`config.mk`:
```
export PLATFORM = sky130hd
export DESIGN_NAME = sseg_scan_controller_flat
export DESIGN_NICKNAME = d
export VERILOG_FILES = /design/src/rtl/sseg_scan_controller_pkg.sv /design/src/rtl/sseg_scan_controller_if.sv /design/src/rtl/sseg_digit_decode.sv /design/src/rtl/sseg_scan_controller.sv /design/src/flat_wrapper.sv
export SDC_FILE = /design/constraint.sdc
export NUM_CORES = 1
export LEC_CHECK = 0
export ABC_AREA = 0
export CAP_MARGIN = 20
export CORE_AREA = 4 4 118 64
export DETAILED_ROUTE_END_ITERATION = 16
export DIE_AREA = 0 0 122 68
export PLACE_DENSITY = 0.82
export REMOVE_ABC_BUFFERS = 1
export SLEW_MARGIN = 5
export SYNTH_ARGS = -nofsm -noshare
export SYNTH_HDL_FRONTEND = slang
export SYNTH_SLANG_ARGS = --single-unit
```
`constraint.sdc`:
```
create_clock -name clk -period 3.3 [get_ports clk]
set_clock_uncertainty 0.1 [all_clocks]
set_input_delay 0.495 -clock clk [delete_from_list [all_inputs] [get_ports clk]]
set_output_delay 0.495 -clock clk [all_outputs]
set_load 0.005 [all_outputs]
```
`src/rtl/sseg_scan_controller_pkg.sv`:
```
// rtl/sseg_scan_controller_pkg.sv - scan FSM encodings, blank codes and BCD segment patterns
package sseg_scan_controller_pkg;

  typedef enum logic [1:0] {
    ST_IDLE  = 2'd0,
    ST_BLANK = 2'd1,
    ST_DRIVE = 2'd2
  } scan_state_e;

  localparam logic [7:0] SSEG_BLANK = 8'hFF;
  localparam logic [6:0] SEG7_OFF   = 7'h7F;

  localparam int unsigned MAX_DIGITS = 32;
  localparam logic [MAX_DIGITS-1:0] ANODE_OFF = '1;

  // Active-low a..g in bits [6:0]
  localparam logic [6:0] SEG7_0 = 7'b0000001;
  localparam logic [6:0] SEG7_1 = 7'b1001111;
  localparam logic [6:0] SEG7_2 = 7'b0010010;
  localparam logic [6:0] SEG7_3 = 7'b0000110;
  localparam logic [6:0] SEG7_4 = 7'b1001100;
  localparam logic [6:0] SEG7_5 = 7'b0100100;
  localparam logic [6:0] SEG7_6 = 7'b0100000;
  localparam logic [6:0] SEG7_7 = 7'b0001111;
  localparam logic [6:0] SEG7_8 = 7'b0000000;
  localparam logic [6:0] SEG7_9 = 7'b0000100;

  function automatic logic [6:0] bcd_to_seg7(input logic [3:0] bcd);
    logic [6:0] seg;
    case (bcd)
      4'd0:    seg = SEG7_0;
      4'd1:    seg = SEG7_1;
      4'd2:    seg = SEG7_2;
      4'd3:    seg = SEG7_3;
      4'd4:    seg = SEG7_4;
      4'd5:    seg = SEG7_5;
      4'd6:    seg = SEG7_6;
      4'd7:    seg = SEG7_7;
      4'd8:    seg = SEG7_8;
      4'd9:    seg = SEG7_9;
      default: seg = SEG7_OFF;
    endcase
    return seg;
  endfunction

endpackage

```
`src/rtl/sseg_scan_controller_if.sv`:
```
// rtl/sseg_scan_controller_if.sv - digit load inputs and multiplexed display outputs
interface sseg_scan_controller_if #(
  parameter int N_DIGITS = 4
);
  logic                    enable;
  logic                    load;
  logic [4*N_DIGITS-1:0]   digits_in;
  logic [N_DIGITS-1:0]     dp_in;
  logic [N_DIGITS-1:0]     anode_n;
  logic [7:0]              sseg;
  logic                    frame_done;

  modport master (
    output enable, load, digits_in, dp_in,
    input  anode_n, sseg, frame_done
  );

  modport slave (
    input  enable, load, digits_in, dp_in,
    output anode_n, sseg, frame_done
  );
endinterface

```
`src/rtl/sseg_digit_decode.sv`:
```
// rtl/sseg_digit_decode.sv - combinational BCD + dp to active-low 8-bit segment code
module sseg_digit_decode
  import sseg_scan_controller_pkg::*;
(
  input  logic [3:0] bcd,
  input  logic       dp,
  input  logic       blank,
  output logic [7:0] seg_n
);

  // Codes A-F come back from bcd_to_seg7 as all-off; dp is independent of blanking
  always_comb begin
    seg_n      = SSEG_BLANK;
    seg_n[7]   = ~dp;
    seg_n[6:0] = blank ? SEG7_OFF : bcd_to_seg7(bcd);
  end

endmodule

```
`src/rtl/sseg_scan_controller.sv`:
```
// rtl/sseg_scan_controller.sv - blanked, tear-free N-digit 7-segment scanner
// Optional LEADING_ZERO_BLANK_EN: blank zero digits above the most-significant nonzero digit.
module sseg_scan_controller
  import sseg_scan_controller_pkg::*;
#(
  parameter int N_DIGITS     = 4,
  parameter int REFRESH_DIV  = 50000,
  parameter int BLANK_CYCLES = 500
) (
  input  logic                   clk,
  input  logic                   reset,
  sseg_scan_controller_if.slave  bus
);

  localparam int CNT_W = (REFRESH_DIV > 2) ? $clog2(REFRESH_DIV) : 1;
  localparam int IDX_W = (N_DIGITS > 1) ? $clog2(N_DIGITS) : 1;
  localparam int DW    = 4 * N_DIGITS;

  localparam logic [CNT_W-1:0] SLOT_LAST  = CNT_W'(REFRESH_DIV - 1);
  localparam logic [CNT_W-1:0] BLANK_LAST = CNT_W'(BLANK_CYCLES - 1);
  localparam logic [CNT_W-1:0] CNT_ONE    = CNT_W'(1);
  localparam logic [IDX_W-1:0] IDX_LAST   = IDX_W'(N_DIGITS - 1);
  localparam logic [IDX_W-1:0] IDX_ONE    = IDX_W'(1);

  scan_state_e           state_q, state_d;
  logic [IDX_W-1:0]      idx_q, idx_d;
  logic [CNT_W-1:0]      cnt_q, cnt_d;
  logic [DW-1:0]         active_q, active_d;
  logic [N_DIGITS-1:0]   active_dp_q, active_dp_d;
  logic [DW-1:0]         pending_q, pending_d;
  logic [N_DIGITS-1:0]   pending_dp_q, pending_dp_d;
  logic                  pending_valid_q, pending_valid_d;
  logic [N_DIGITS-1:0]   anode_q, anode_d;
  logic [7:0]            sseg_q, sseg_d;
  logic                  frame_done_q, frame_done_d;

  logic                  frame_end;
  logic [N_DIGITS-1:0]   lz_blank;
  logic [3:0]            cur_bcd;
  logic                  cur_dp;
  logic                  cur_blank;
  logic [7:0]            cur_seg;

`ifdef LEADING_ZERO_BLANK_EN
  always_comb begin : lz_calc
    logic seen;
    seen     = 1'b0;
    lz_blank = '0;
    for (int i = N_DIGITS - 1; i >= 1; i--) begin
      seen        = seen | (active_q[4*i +: 4] != 4'h0);
      lz_blank[i] = ~seen;
    end
  end
`else
  assign lz_blank = '0;
`endif

  // Decode the digit that will be on the bus next cycle; active only changes
  // while dark, so reading active_q here never mixes two frames.
  assign cur_bcd   = active_q[4*idx_d +: 4];
  assign cur_dp    = active_dp_q[idx_d];
  assign cur_blank = lz_blank[idx_d];

  sseg_digit_decode u_decode (
    .bcd   (cur_bcd),
    .dp    (cur_dp),
    .blank (cur_blank),
    .seg_n (cur_seg)
  );

  always_comb begin
    state_d   = state_q;
    idx_d     = idx_q;
    cnt_d     = cnt_q;
    frame_end = 1'b0;

    if (!bus.enable) begin
      state_d = ST_IDLE;
      idx_d   = '0;
      cnt_d   = '0;
    end else begin
      case (state_q)
        ST_IDLE: begin
          state_d = ST_BLANK;
          idx_d   = '0;
          cnt_d   = '0;
        end
        ST_BLANK: begin
          if (cnt_q == BLANK_LAST) begin
            state_d = ST_DRIVE;
          end
          cnt_d = cnt_q + CNT_ONE;
        end
        ST_DRIVE: begin
          if (cnt_q == SLOT_LAST) begin
            state_d = ST_BLANK;
            cnt_d   = '0;
            if (idx_q == IDX_LAST) begin
              idx_d     = '0;
              frame_end = 1'b1;
            end else begin
              idx_d = idx_q + IDX_ONE;
            end
          end else begin
            cnt_d = cnt_q + CNT_ONE;
          end
        end
        default: begin
          state_d = ST_IDLE;
          idx_d   = '0;
          cnt_d   = '0;
        end
      endcase
    end
  end

  // Loads land in active only while idle or at a frame boundary; a load on the
  // boundary edge still queues behind the value being promoted.
  always_comb begin
    active_d        = active_q;
    active_dp_d     = active_dp_q;
    pending_d       = pending_q;
    pending_dp_d    = pending_dp_q;
    pending_valid_d = pending_valid_q;

    if (frame_end && pending_valid_q) begin
      active_d        = pending_q;
      active_dp_d     = pending_dp_q;
      pending_valid_d = 1'b0;
    end

    if (bus.load) begin
      if (state_q == ST_IDLE) begin
        active_d    = bus.digits_in;
        active_dp_d = bus.dp_in;
      end else begin
        pending_d       = bus.digits_in;
        pending_dp_d    = bus.dp_in;
        pending_valid_d = 1'b1;
      end
    end
  end

  always_comb begin
    anode_d      = ANODE_OFF[N_DIGITS-1:0];
    sseg_d       = SSEG_BLANK;
    frame_done_d = 1'b0;
    if (state_d == ST_DRIVE) begin
      anode_d[idx_d] = 1'b0;
      sseg_d         = cur_seg;
      frame_done_d   = (cnt_d == SLOT_LAST) && (idx_d == IDX_LAST);
    end
  end

  always_ff @(posedge clk) begin
    if (reset) begin
      state_q         <= ST_IDLE;
      idx_q           <= '0;
      cnt_q           <= '0;
      active_q        <= '0;
      active_dp_q     <= '0;
      pending_q       <= '0;
      pending_dp_q    <= '0;
      pending_valid_q <= 1'b0;
      anode_q         <= ANODE_OFF[N_DIGITS-1:0];
      sseg_q          <= SSEG_BLANK;
      frame_done_q    <= 1'b0;
    end else begin
      state_q         <= state_d;
      idx_q           <= idx_d;
      cnt_q           <= cnt_d;
      active_q        <= active_d;
      active_dp_q     <= active_dp_d;
      pending_q       <= pending_d;
      pending_dp_q    <= pending_dp_d;
      pending_valid_q <= pending_valid_d;
      anode_q         <= anode_d;
      sseg_q          <= sseg_d;
      frame_done_q    <= frame_done_d;
    end
  end

  assign bus.anode_n    = anode_q;
  assign bus.sseg       = sseg_q;
  assign bus.frame_done = frame_done_q;

endmodule

```
`src/flat_wrapper.sv`:
```
// flat-port wrapper written by rule: the top's interface ports become plain ports
module sseg_scan_controller_flat import sseg_scan_controller_pkg::*;
#(
  parameter int N_DIGITS     = 4,
  parameter int REFRESH_DIV  = 50000,
  parameter int BLANK_CYCLES = 500
)
  (clk, reset, bus_enable, bus_load, bus_digits_in, bus_dp_in, bus_anode_n, bus_sseg, bus_frame_done);
  sseg_scan_controller_if #(.N_DIGITS(N_DIGITS)) bus_i ();
  input  logic clk;
  input  logic reset;
  input wire logic [$bits(bus_i.enable)-1:0] bus_enable;
  input wire logic [$bits(bus_i.load)-1:0] bus_load;
  input wire logic [$bits(bus_i.digits_in)-1:0] bus_digits_in;
  input wire logic [$bits(bus_i.dp_in)-1:0] bus_dp_in;
  output wire logic [$bits(bus_i.anode_n)-1:0] bus_anode_n;
  output wire logic [$bits(bus_i.sseg)-1:0] bus_sseg;
  output wire logic [$bits(bus_i.frame_done)-1:0] bus_frame_done;
  assign bus_i.enable = bus_enable;
  assign bus_i.load = bus_load;
  assign bus_i.digits_in = bus_digits_in;
  assign bus_i.dp_in = bus_dp_in;
  assign bus_anode_n = bus_i.anode_n;
  assign bus_sseg = bus_i.sseg;
  assign bus_frame_done = bus_i.frame_done;
  sseg_scan_controller #(.N_DIGITS(N_DIGITS), .REFRESH_DIV(REFRESH_DIV), .BLANK_CYCLES(BLANK_CYCLES)) u_core (.clk(clk), .reset(reset), .bus(bus_i));
endmodule
```
### Gate families picked out

Bar = 20 um.
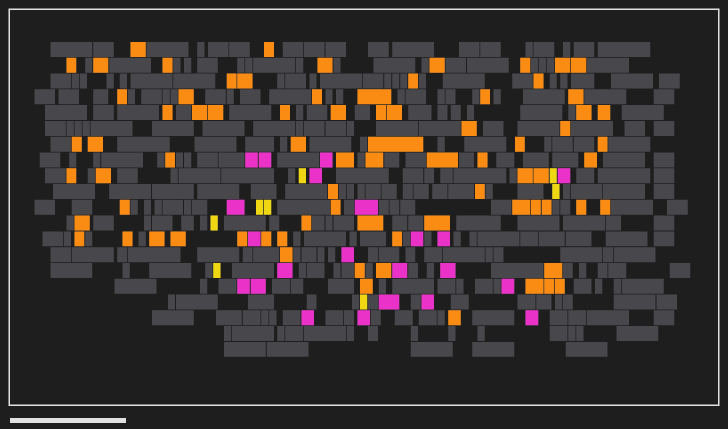
inverters -> yellow  # cells 8
inverting AOI/OAI gates -> orange  # cells 77
AND and OR gates -> magenta  # cells 22
Top cell excl fill/tap: dfxtp_1
Final Non-Filler Cells: 542
combinational fraction of the cell area: 0.456

### Power grid

Pins as bars on the die edge. Tap cells in gray.
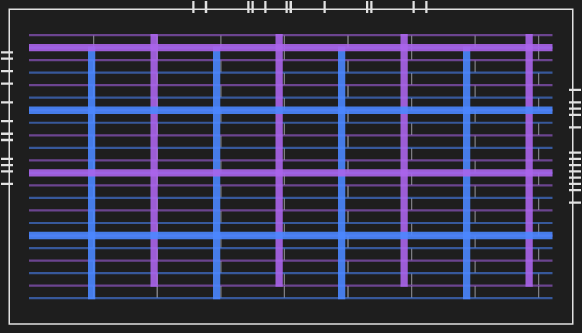
VDD -> purple
VSS -> blue
met5 straps = 4
rows = 21
signal pins = 37

==> results.json <==
{
  "outcome": "complete, no violations",
  "cp_top_family": "simple AND/OR/NAND/NOR gates",
  "synthAoiAreaFrac": 0.168,
  "simple_gate_area_frac": 0.226,
  "synth_area_leader_cell": "dfxtp_1",
  "cts_buffer_depth": 2,
  "synthTopLogicFamily": "simple AND/OR/NAND/NOR gates",
  "grt_start_max_net_pins": 45,
  "power-per-cell-area_nw_per_um2": 461,
  "clkPwrFrac": 0.441,
  "logic_area_um2": 1950,
  "diodes": 0,
  "die-width_um": 122,
  "edf_count": 0,
  "crit_slowest_cell": "or3_4",
  "detail-route-antenna-nets": 0,
  "arrival_ns": 3.19,
  "criticalPathCategory": "register to register",
  "p_seq_frac": 0.479,
  "rr_worst_depth": 11,
  "hp-class": "register to register",
  "synth_top_area_share": 0.417,
  "seq_cell_count": 74,
  "nets": 481,
  "cts_tree": "built",
  "path_clk_slew_ns": 0.05,
  "hold_slack_ns": 0.352,
  "holdPathEnd": "u_core.pending_q[14]$_SDFFE_PP0P_",
  "path_buffers": 1,
  "wire_per_inst_um": 15.4,
  "synth_cell_types": 57,
  "xor_share": 0.0444,
  "die_h_um": 68,
  "p_int_mw": 1.52,
  "drc_errors": 0,
  "lay_top_cells": "dfxtp_1, nand2_1, nor2_1",
  "hold_buffers": 0,
  "firstDrtPassIters": 5,
  "max_stage_delay_ns": 0.45,
  "num-clock-buffers": 13,
  "buffers": 46,
  "grt-ovfl-total": 0,
  "htree_num_levels": 3,
  "cp-start-kind": "register",
  "period_needed_ns": 3.09,
  "clock_latency_ns": 0.32,
  "crit_required_ns": 3.40,
  "cts_made_buffers": 9,
  "placed_cells": 526,
  "powerComb_mw": 0.159,
  "multi_input_comb_cells": 306,
  "fin_tns_setup_ns": 0,
  "most_common_cell": "dfxtp_1",
  "vias_per_cell": 5.70,
  "seq_area_um2": 1480,
  "power_leader": "sequential cells"
}
### Cell classes on the final placement

Bar = 20 um.
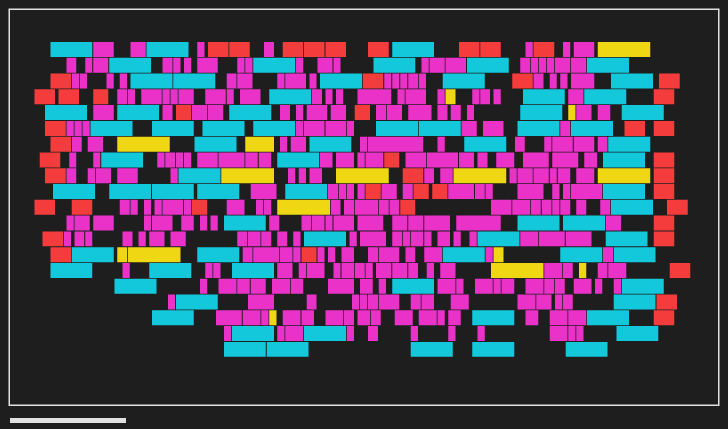
clock drivers and dummy loads -> yellow  # cells 16, share of their area 6.4%
other buffers and delay cells -> red  # cells 46, share of their area 10%
all other logic -> magenta  # cells 314, share of their area 48%
flops -> cyan  # cells 74, share of their area 36%

-- routing by layer --
metal,vias up,track usage,wire (um)
li1,1509,-,-
met1,1451,0.318,4210
met2,120,0.303,3430
met3,10,0.0528,628
met4,0,0.0628,80
met5,-,0,0
-- cells by family (layout without fill, tap and decap cells) --
logic type | Yosys count | count (layout)
flip-flops | 74 | 74
AND-OR/OR-AND | 86 | 86
AND/OR/NAND/NOR | 168 | 168
adder cells (fa/ha/maj) | 12 | 12
buffers and inverters | 35 | 70
XOR/XNOR | 18 | 18
multiplexers | 22 | 22
Power is estimated from default activity; no workload was simulated.
